File: config.mk
export PLATFORM = sky130hd
export DESIGN_NAME = tx_frame_ctrl
export DESIGN_NICKNAME = d
export VERILOG_FILES = /design/src/rtl/tx_frame_pkg.sv /design/src/rtl/tx_shift_reg.sv /design/src/rtl/tx_frame_ctrl.sv
export SDC_FILE = /design/constraint.sdc
export NUM_CORES = 1
export LEC_CHECK = 0
export CORE_MARGIN = 2
export CORE_UTILIZATION = 54
export DETAILED_ROUTE_END_ITERATION = 7
export PLACE_DENSITY = 0.75
export SYNTH_ARGS = -nofsm -noshare
export SYNTH_HDL_FRONTEND = slang
export SYNTH_SLANG_ARGS = --single-unit
export TNS_END_PERCENT = 20
File: constraint.sdc
create_clock -name clk -period 2.1 [get_ports clk]
set_input_delay 0.21 -clock clk [delete_from_list [all_inputs] [get_ports clk]]
set_output_delay 0.21 -clock clk [all_outputs]
set_load 0.005 [all_outputs]
File: src/rtl/tx_frame_pkg.sv
// rtl/tx_frame_pkg.sv - shared types and constants for the serial transmit frame controller
//
// Holds the FSM state type, frame constants and the helper that builds the
// parallel frame image loaded into the shift register.
// Optional feature: define TX_FRAME_PARITY_EN to add an even-parity bit
// between the data bits and the stop bit (11-bit frame instead of 10).
package tx_frame_pkg;

    localparam int   DATA_BITS  = 8;
    localparam logic START_BIT  = 1'b0;
    localparam logic STOP_BIT   = 1'b1;
    localparam logic IDLE_LEVEL = 1'b1;

`ifdef TX_FRAME_PARITY_EN
    localparam int FRAME_BITS = DATA_BITS + 3;
`else
    localparam int FRAME_BITS = DATA_BITS + 2;
`endif

    // The stop bit is never loaded: it is supplied by the 1s fill on shift.
    localparam int SHIFT_BITS = FRAME_BITS - 1;

    typedef enum logic [2:0] {
        ST_IDLE   = 3'd0,
        ST_START  = 3'd1,
        ST_DATA   = 3'd2,
`ifdef TX_FRAME_PARITY_EN
        ST_PARITY = 3'd3,
`endif
        ST_STOP   = 3'd4
    } tx_state_e;

    // Frame image with the start bit in bit 0 so it leaves the line first.
    function automatic logic [SHIFT_BITS-1:0] build_frame(input logic [DATA_BITS-1:0] data);
`ifdef TX_FRAME_PARITY_EN
        return {^data, data, START_BIT};
`else
        return {data, START_BIT};
`endif
    endfunction

endpackage

File: src/rtl/tx_shift_reg.sv
// rtl/tx_shift_reg.sv - LSB-first frame shift register with 1s fill
//
// Ports:
//   clk, reset_n : clock and asynchronous active-low reset
//   load         : parallel load of load_data (takes priority over shift)
//   load_data    : frame image, bit 0 transmitted first
//   shift_en     : shift right by one at a bit boundary, filling with 1s
//   ser_out      : bit 0 of the register, a flop output (idle/stop level when empty)
module tx_shift_reg
    import tx_frame_pkg::*;
#(
    parameter int WIDTH = SHIFT_BITS
) (
    input  logic             clk,
    input  logic             reset_n,
    input  logic             load,
    input  logic [WIDTH-1:0] load_data,
    input  logic             shift_en,
    output logic             ser_out
);

    logic [WIDTH-1:0] shift_d;
    logic [WIDTH-1:0] shift_q;

    always_comb begin
        shift_d = shift_q;
        if (load) begin
            shift_d = load_data;
        end else if (shift_en) begin
            shift_d = {STOP_BIT, shift_q[WIDTH-1:1]};
        end
    end

    // Reset fills with the idle level so the line goes high the moment reset asserts.
    always_ff @(posedge clk or negedge reset_n) begin
        if (!reset_n) begin
            shift_q <= {WIDTH{IDLE_LEVEL}};
        end else begin
            shift_q <= shift_d;
        end
    end

    assign ser_out = shift_q[0];

endmodule

File: src/rtl/tx_frame_ctrl.sv
// rtl/tx_frame_ctrl.sv - serial transmit frame controller (start, 8 data LSB first, stop)
//
// Ports:
//   clk       : system clock, rising edge
//   reset_n   : asynchronous active-low reset
//   tx_data   : byte to send, captured on accept (tx_valid && tx_ready)
//   tx_valid  : requester has a byte
//   tx_ready  : high only in IDLE
//   tx_out    : serial line, idle high, driven straight from a flop
//   tx_busy   : frame in progress
//   tx_done   : one-cycle pulse on the first IDLE cycle after STOP
// Parameter CLKS_PER_BIT (2..65535) sets clock cycles per serial bit.
// Optional feature: define TX_FRAME_PARITY_EN for an even-parity bit before STOP.
module tx_frame_ctrl
    import tx_frame_pkg::*;
#(
    parameter int CLKS_PER_BIT = 16
) (
    input  logic       clk,
    input  logic       reset_n,
    input  logic [7:0] tx_data,
    input  logic       tx_valid,
    output logic       tx_ready,
    output logic       tx_out,
    output logic       tx_busy,
    output logic       tx_done
);

    localparam int              CNT_W    = $clog2(CLKS_PER_BIT);
    localparam int              BIT_W    = $clog2(DATA_BITS);
    localparam logic [CNT_W-1:0] CNT_LAST = CNT_W'(CLKS_PER_BIT - 1);
    localparam logic [BIT_W-1:0] BIT_LAST = BIT_W'(DATA_BITS - 1);

    tx_state_e        state_d,   state_q;
    logic [CNT_W-1:0] cnt_d,     cnt_q;
    logic [BIT_W-1:0] bit_idx_d, bit_idx_q;
    logic             ready_d,   ready_q;
    logic             busy_d,    busy_q;
    logic             done_d,    done_q;

    logic accept;
    logic bit_end;
    logic shift_en;

    assign accept  = tx_valid && ready_q;
    assign bit_end = (cnt_q == CNT_LAST);

    always_comb begin
        state_d   = state_q;
        cnt_d     = cnt_q;
        bit_idx_d = bit_idx_q;
        ready_d   = ready_q;
        busy_d    = busy_q;
        done_d    = 1'b0;
        shift_en  = 1'b0;

        // Baud counter runs in every bit-holding state and wraps at the boundary.
        if (state_q != ST_IDLE) begin
            cnt_d = bit_end ? '0 : cnt_q + 1'b1;
        end

        case (state_q)
            ST_IDLE: begin
                if (accept) begin
                    state_d = ST_START;
                    cnt_d   = '0;
                    ready_d = 1'b0;
                    busy_d  = 1'b1;
                end
            end
            ST_START: begin
                if (bit_end) begin
                    state_d   = ST_DATA;
                    bit_idx_d = '0;
                    shift_en  = 1'b1;
                end
            end
            ST_DATA: begin
                if (bit_end) begin
                    shift_en = 1'b1;
                    if (bit_idx_q == BIT_LAST) begin
`ifdef TX_FRAME_PARITY_EN
                        state_d = ST_PARITY;
`else
                        state_d = ST_STOP;
`endif
                    end else begin
                        bit_idx_d = bit_idx_q + 1'b1;
                    end
                end
            end
`ifdef TX_FRAME_PARITY_EN
            ST_PARITY: begin
                if (bit_end) begin
                    state_d  = ST_STOP;
                    shift_en = 1'b1;
                end
            end
`endif
            ST_STOP: begin
                // The register has already drained to 1s, so no shift is needed here.
                if (bit_end) begin
                    state_d = ST_IDLE;
                    ready_d = 1'b1;
                    busy_d  = 1'b0;
                    done_d  = 1'b1;
                end
            end
            default: begin
                state_d = ST_IDLE;
                cnt_d   = '0;
                ready_d = 1'b1;
                busy_d  = 1'b0;
            end
        endcase
    end

    always_ff @(posedge clk or negedge reset_n) begin
        if (!reset_n) begin
            state_q   <= ST_IDLE;
            cnt_q     <= '0;
            bit_idx_q <= '0;
            ready_q   <= 1'b1;
            busy_q    <= 1'b0;
            done_q    <= 1'b0;
        end else begin
            state_q   <= state_d;
            cnt_q     <= cnt_d;
            bit_idx_q <= bit_idx_d;
            ready_q   <= ready_d;
            busy_q    <= busy_d;
            done_q    <= done_d;
        end
    end

    // Loading on accept puts the start bit on the line at the same edge the FSM enters START.
    tx_shift_reg #(
        .WIDTH(SHIFT_BITS)
    ) u_shift (
        .clk       (clk),
        .reset_n   (reset_n),
        .load      (accept),
        .load_data (build_frame(tx_data)),
        .shift_en  (shift_en),
        .ser_out   (tx_out)
    );

    assign tx_ready = ready_q;
    assign tx_busy  = busy_q;
    assign tx_done  = done_q;

endmodule

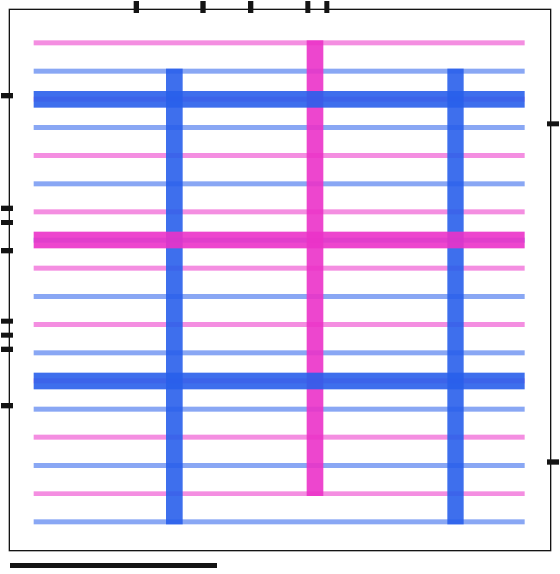
**Above:** run 1 (PDN straps and rails).
Scale bar: 20 µm. Pins as bars on the die edge.
net	colour
VDD	magenta
VSS	blue
met4 straps	3
rows	17
signal pins	15
peak supply drop: 0.743 mV
die y size: 52.1 µm
area of the core: 2190 µm²

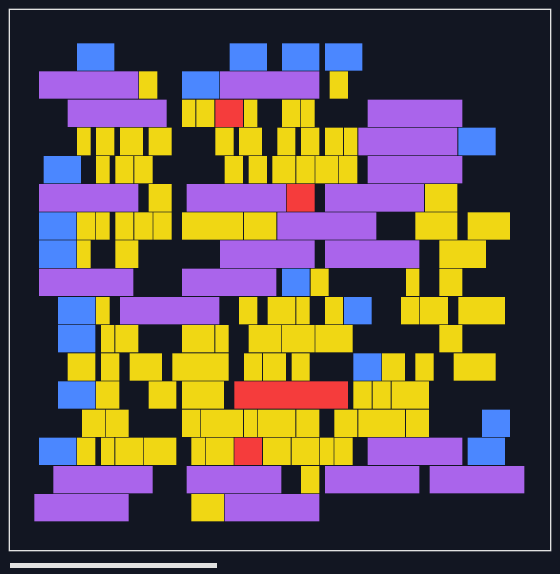
**Above:** run 1 (cells coloured by class).
Scale bar: 20 µm.
class	colour	cells
clock drivers and dummy loads	red	4
flip-flops	purple	22
other buffers and delay cells	blue	18
all other logic	yellow	97
Rows: 17
Core Util, Final: 66.1%
Seq/total area: 38.9%
post-route cell area: 1450 µm²

==> results.py, run 1 <==
# Generated from Yosys and OpenROAD reports
metrics = {
    "run_status": {
        "status": "finished clean",
    },
    "critical_path": {
        "crit_type": "flip-flop to flip-flop",
        "slowest_delay_ns": 0.61,
        "r2r-start": "state_q[0]",
    },
    "cells_and_area": {
        "biggestCellCategory": "multi-input combinational cells",
        "fill_cells": 175,
        "diodes": 0,
        "buf_share_pct": 11.8,
    },
    "routing": {
        "dr.first_iter.drc_count": 23,
        "met3_wirelength_um": 91,
        "vias": 1017,
        "wire_per_inst_um": 14.5,
    },
    "floorplanning": {
        "fp-utilization_pct": 57.1,
    },
    "global_route": {
        "grtUsageMet2_pct": 30.8,
        "grt_overflow": 0,
        "grtUsageMet1_pct": 29.0,
        "grt_max_degree": 23,
    },
    "yosys": {
        "synth.distinct_cells": 43,
        "syn-cell-area_um2": 1250,
        "synth_top_area_share_pct": 24.0,
        "synth-seq-cells": 22,
    },
    "pwr": {
        "p_sw_mw": 0.558,
    },
    "clocking": {
        "cts_root_buf": "clkbuf_4",
    },
    "sta": {
        "worst_pin_slew_ns": 0.567,
        "grt_setup_unrepaired": "no",
    },
}
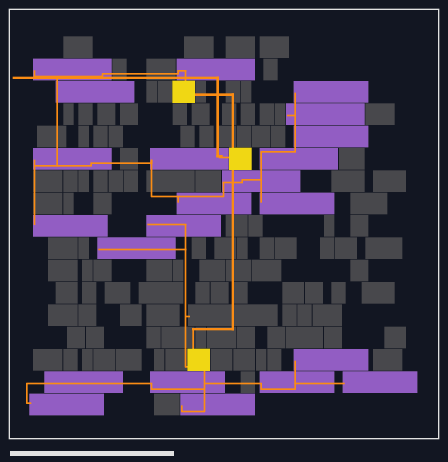
**Above:** run 1 (clock network drawn from the DEF).
Scale bar: 20 µm.
[clock wires] orange | length: 268 µm
[cells driving clock nets] yellow | count: 3
[flip-flops] purple | count: 22
flops lie	widely spread
Max Clock Skew: 0.00564 ns
Late-Pin Clk Latency: 0.32 ns
clock share of power: 20.4%
Clock Power: 0.328 mW

==> run 1: sequential cells by signal, indices dropped and copies added, names as in the netlist <==
register and flops:
tx_done 1, cnt_q 4, tx_busy 1, state_q 3, u_shift.shift_q 9, tx_ready 1
bit_idx_q 3
==> run 1: power by group through the flow <==
| stage | Clock (mW) | Combinational, mW | Sequential (mW) |
|---|---|---|---|
| floorplan | 0 | 0.463 | 0.686 |
| global placement | 0 | 0.495 | 0.759 |
| detailed placement | 0 | 0.509 | 0.766 |
| CTS | 0.334 | 0.514 | 0.760 |
| global route | 0.356 | 0.576 | 0.781 |
| finish | 0.328 | 0.515 | 0.764 |
==> run 1: cells in the final DEF (no fill, tap or decap), types with 2 or more instances in the layout <==
cell | Yosys | final
xnor2_1 | 2 | 2
nand2_1 | 4 | 4
clkbuf_4 | 0 | 3
nand2b_1 | 3 | 3
buf_4 | 3 | 4
o21ai_0 | 10 | 10
dfrtp_1 | 12 | 12
mux2_2 | 3 | 3
nand3b_1 | 2 | 2
and3_1 | 4 | 4
a21oi_1 | 17 | 17
a31oi_1 | 7 | 7
dfstp_2 | 10 | 10
clkdlybuf4s50_1 | 0 | 14
ha_1 | 3 | 3
nor2_1 | 12 | 12
nand3_1 | 5 | 5
==> run 1: synthesized netlist by cell type (all sizes together) (2+ instances only) <==
master	n
buf	8
mux2	3
a21oi	17
ha	3
nand3	5
nand3b	2
nand2b	3
a221oi	2
xnor2	2
clkbuf	2
dfrtp	12
o21ai	10
and3	4
nand2	4
a31oi	7
dfstp	10
nor2	12
==> run 1: cells by family after synthesis <==
family          synth area share [%]
compound gates                  24.3
simple gates                    16.2
mux                             2.70
buf+inv                         5.20
flops                           45.0
xor+xnor                        2.70
fa+ha+maj                       3.90
==> run 2: changes to the inputs <==
==> constraint.sdc (replaced) <==
create_clock -name clk -period 1.75 [get_ports clk]
set_input_delay 0.175 -clock clk [delete_from_list [all_inputs] [get_ports clk]]
set_output_delay 0.175 -clock clk [all_outputs]
set_load 0.005 [all_outputs]
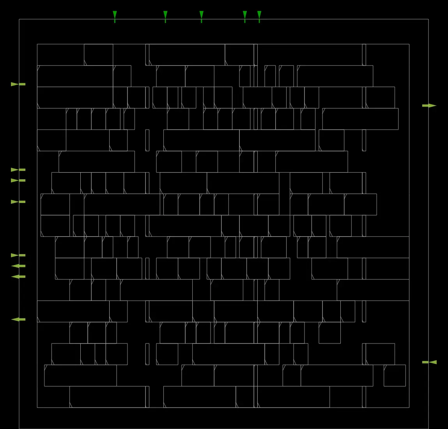
**Above:** run 2 (cell outlines without signal wires).
fillers: 170
Non-Filler Instances: 174
Core Util, Final: 67.3%
Seq/total area: 38.2%

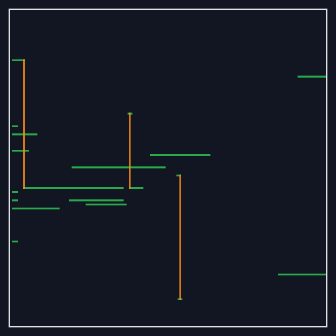
**Above:** run 2 (routed metal, one colour a layer).
Only two layers are drawn.
layer	colour	wire length
met4	orange	53.7 µm
met3	green	89.7 µm
via count: 1042
WL/cell: 14.9 µm
Tot GR Track Use: 23.1%
Routed WL: 2.59 mm

==> run 2 against run 1 <==
  * Combinational power increased by 36%
  * Maximum frequency up 2.8%
  * Cell count is 3.0% higher
  * Critical path type unchanged
  * Largest cell class unchanged
  * Highest routed layer unchanged
==> results.py, run 2 <==
# Generated from Yosys and OpenROAD reports
metrics = {
    "cells_and_area": {
        "max_flop_register": "u_shift.shift_q",
        "design_area_um2": 1480,
        "largest_reg_flops": 9,
        "lay_top_count": "a21oi_1",
        "reg_top3": "u_shift.shift_q (9), cnt_q (4)",
        "mostFrequentLayoutCells": "a21oi_1, clkdlybuf4s50_1, nor2_1, dfrtp_1, dfstp_2",
    },
    "floorplanning": {
        "coreArea_um2": 2190,
        "rows": 17,
        "die_y_um": 52.1,
        "fp-utilization_pct": 57.1,
    },
    "routing": {
        "dr.first_iter.drc_count": 17,
    },
    "sta": {
        "grt_setup_unrepaired": "no",
        "worst_pin_slew_ns": 0.531,
        "drv_slew": 0,
    },
    "yosys": {
        "most_common_cell": "a21oi_1",
        "synth_top_area_share_pct": 24.0,
        "synth.distinct_cells": 43,
        "netlist_top_cells_count": "a21oi_1, dfrtp_1, nor2_1",
        "synth-seq-cells": 22,
        "syn-cell-area_um2": 1250,
    },
    "run_status": {
        "status": "finished clean",
    },
    "global_route": {
        "grt_max_degree": 23,
        "grt_overflow": 0,
    },
    "critical_path": {
        "slowest_delay_ns": 0.45,
    },
    "clocking": {
        "htree_levels": 1,
    },
    "pwr": {
        "peakVddDrop_mv": 0.831,
    },
}
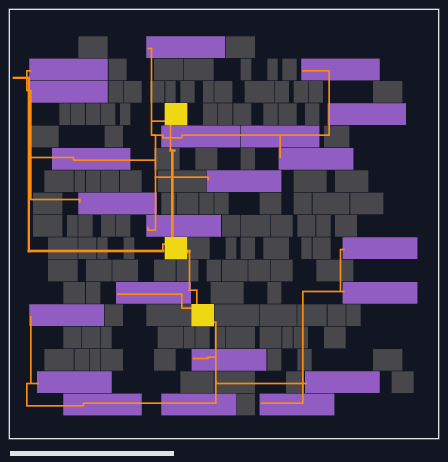
**Above:** run 2 (clock network drawn from the DEF).
Scale bar: 20 µm.
[flip-flops] purple | count: 22
[clock wires] orange | length: 281 µm
[cells driving clock nets] yellow | count: 3
flops lie	widely spread
routed clock nets	4
Late-Pin Clk Latency: 0.30 ns
Max Clock Skew: 0.00178 ns
Clock Power: 0.278 mW
clock share of power: 14.9%

run 2: worst paths after layout:
| check | end | slack, ns | start | cells after the start |
|---|---|---|---|---|
| max in group asynchronous | tx_ready | 1.27 | reset_n | 2 |
| setup / recovery | cnt_q[0] | 0.06 | cnt_q[0] | 4 |
| hold reg to reg | u_shift.shift_q[0] | 0.49 | u_shift.shift_q[1] | 2 |
| min in group clk | u_shift.shift_q[7] | 0.39 | tx_data[6] | 3 |
| setup reg to reg | cnt_q[0] | 0.06 | cnt_q[0] | 4 |
| hold / removal | cnt_q[0] | 0.20 | reset_n | 2 |
run 2: metal layers:
layer	up-vias	share of wire, %	wire length, µm	track usage, %
li1	516	-	-	-
met1	496	48	1230	33.5
met3	6	3.4	89	2.87
met2	24	47	1210	35.0
met5	-	0	0	0
met4	0	2.0	53	8.97
run 2: cell families (layout without fill, tap and decap cells):
family,count (synthesis),in the layout,share of synthesized area (%)
flip-flops,22,22,45.0
multiplexers,3,3,2.70
AND-OR/OR-AND,48,48,24.3
adder cells (fa/ha/maj),4,4,3.90
AND/OR/NAND/NOR,38,38,16.2
buffers and inverters,11,28,5.20
XOR/XNOR,3,3,2.70
run 2: layout make-up:
class	instances	area, µm²	share of cell area, %
Inverter	1	3.75	0.254
Multi-Input combinational cell	96	629	42.7
Tap cell	28	35.0	2.37
Clock buffer	4	36.3	2.46
Timing Repair Buffer	23	208	14.1
Sequential cell	22	563	38.2
run 2: power breakdown:
part | switching (mW) | internal, mW | total [mW]
Clock | 0.152 | 0.127 | 0.278
Combinational | 0.365 | 0.333 | 0.698
Sequential | 0.159 | 0.734 | 0.893
run 2: timing repair:
item	4_1_cts	5_1_grt
gates resized	0	2
endpoints found under the setup margin	0	5
hold buffers	0	0
Power figures rest on the tool's default switching activity, not on a simulated workload.
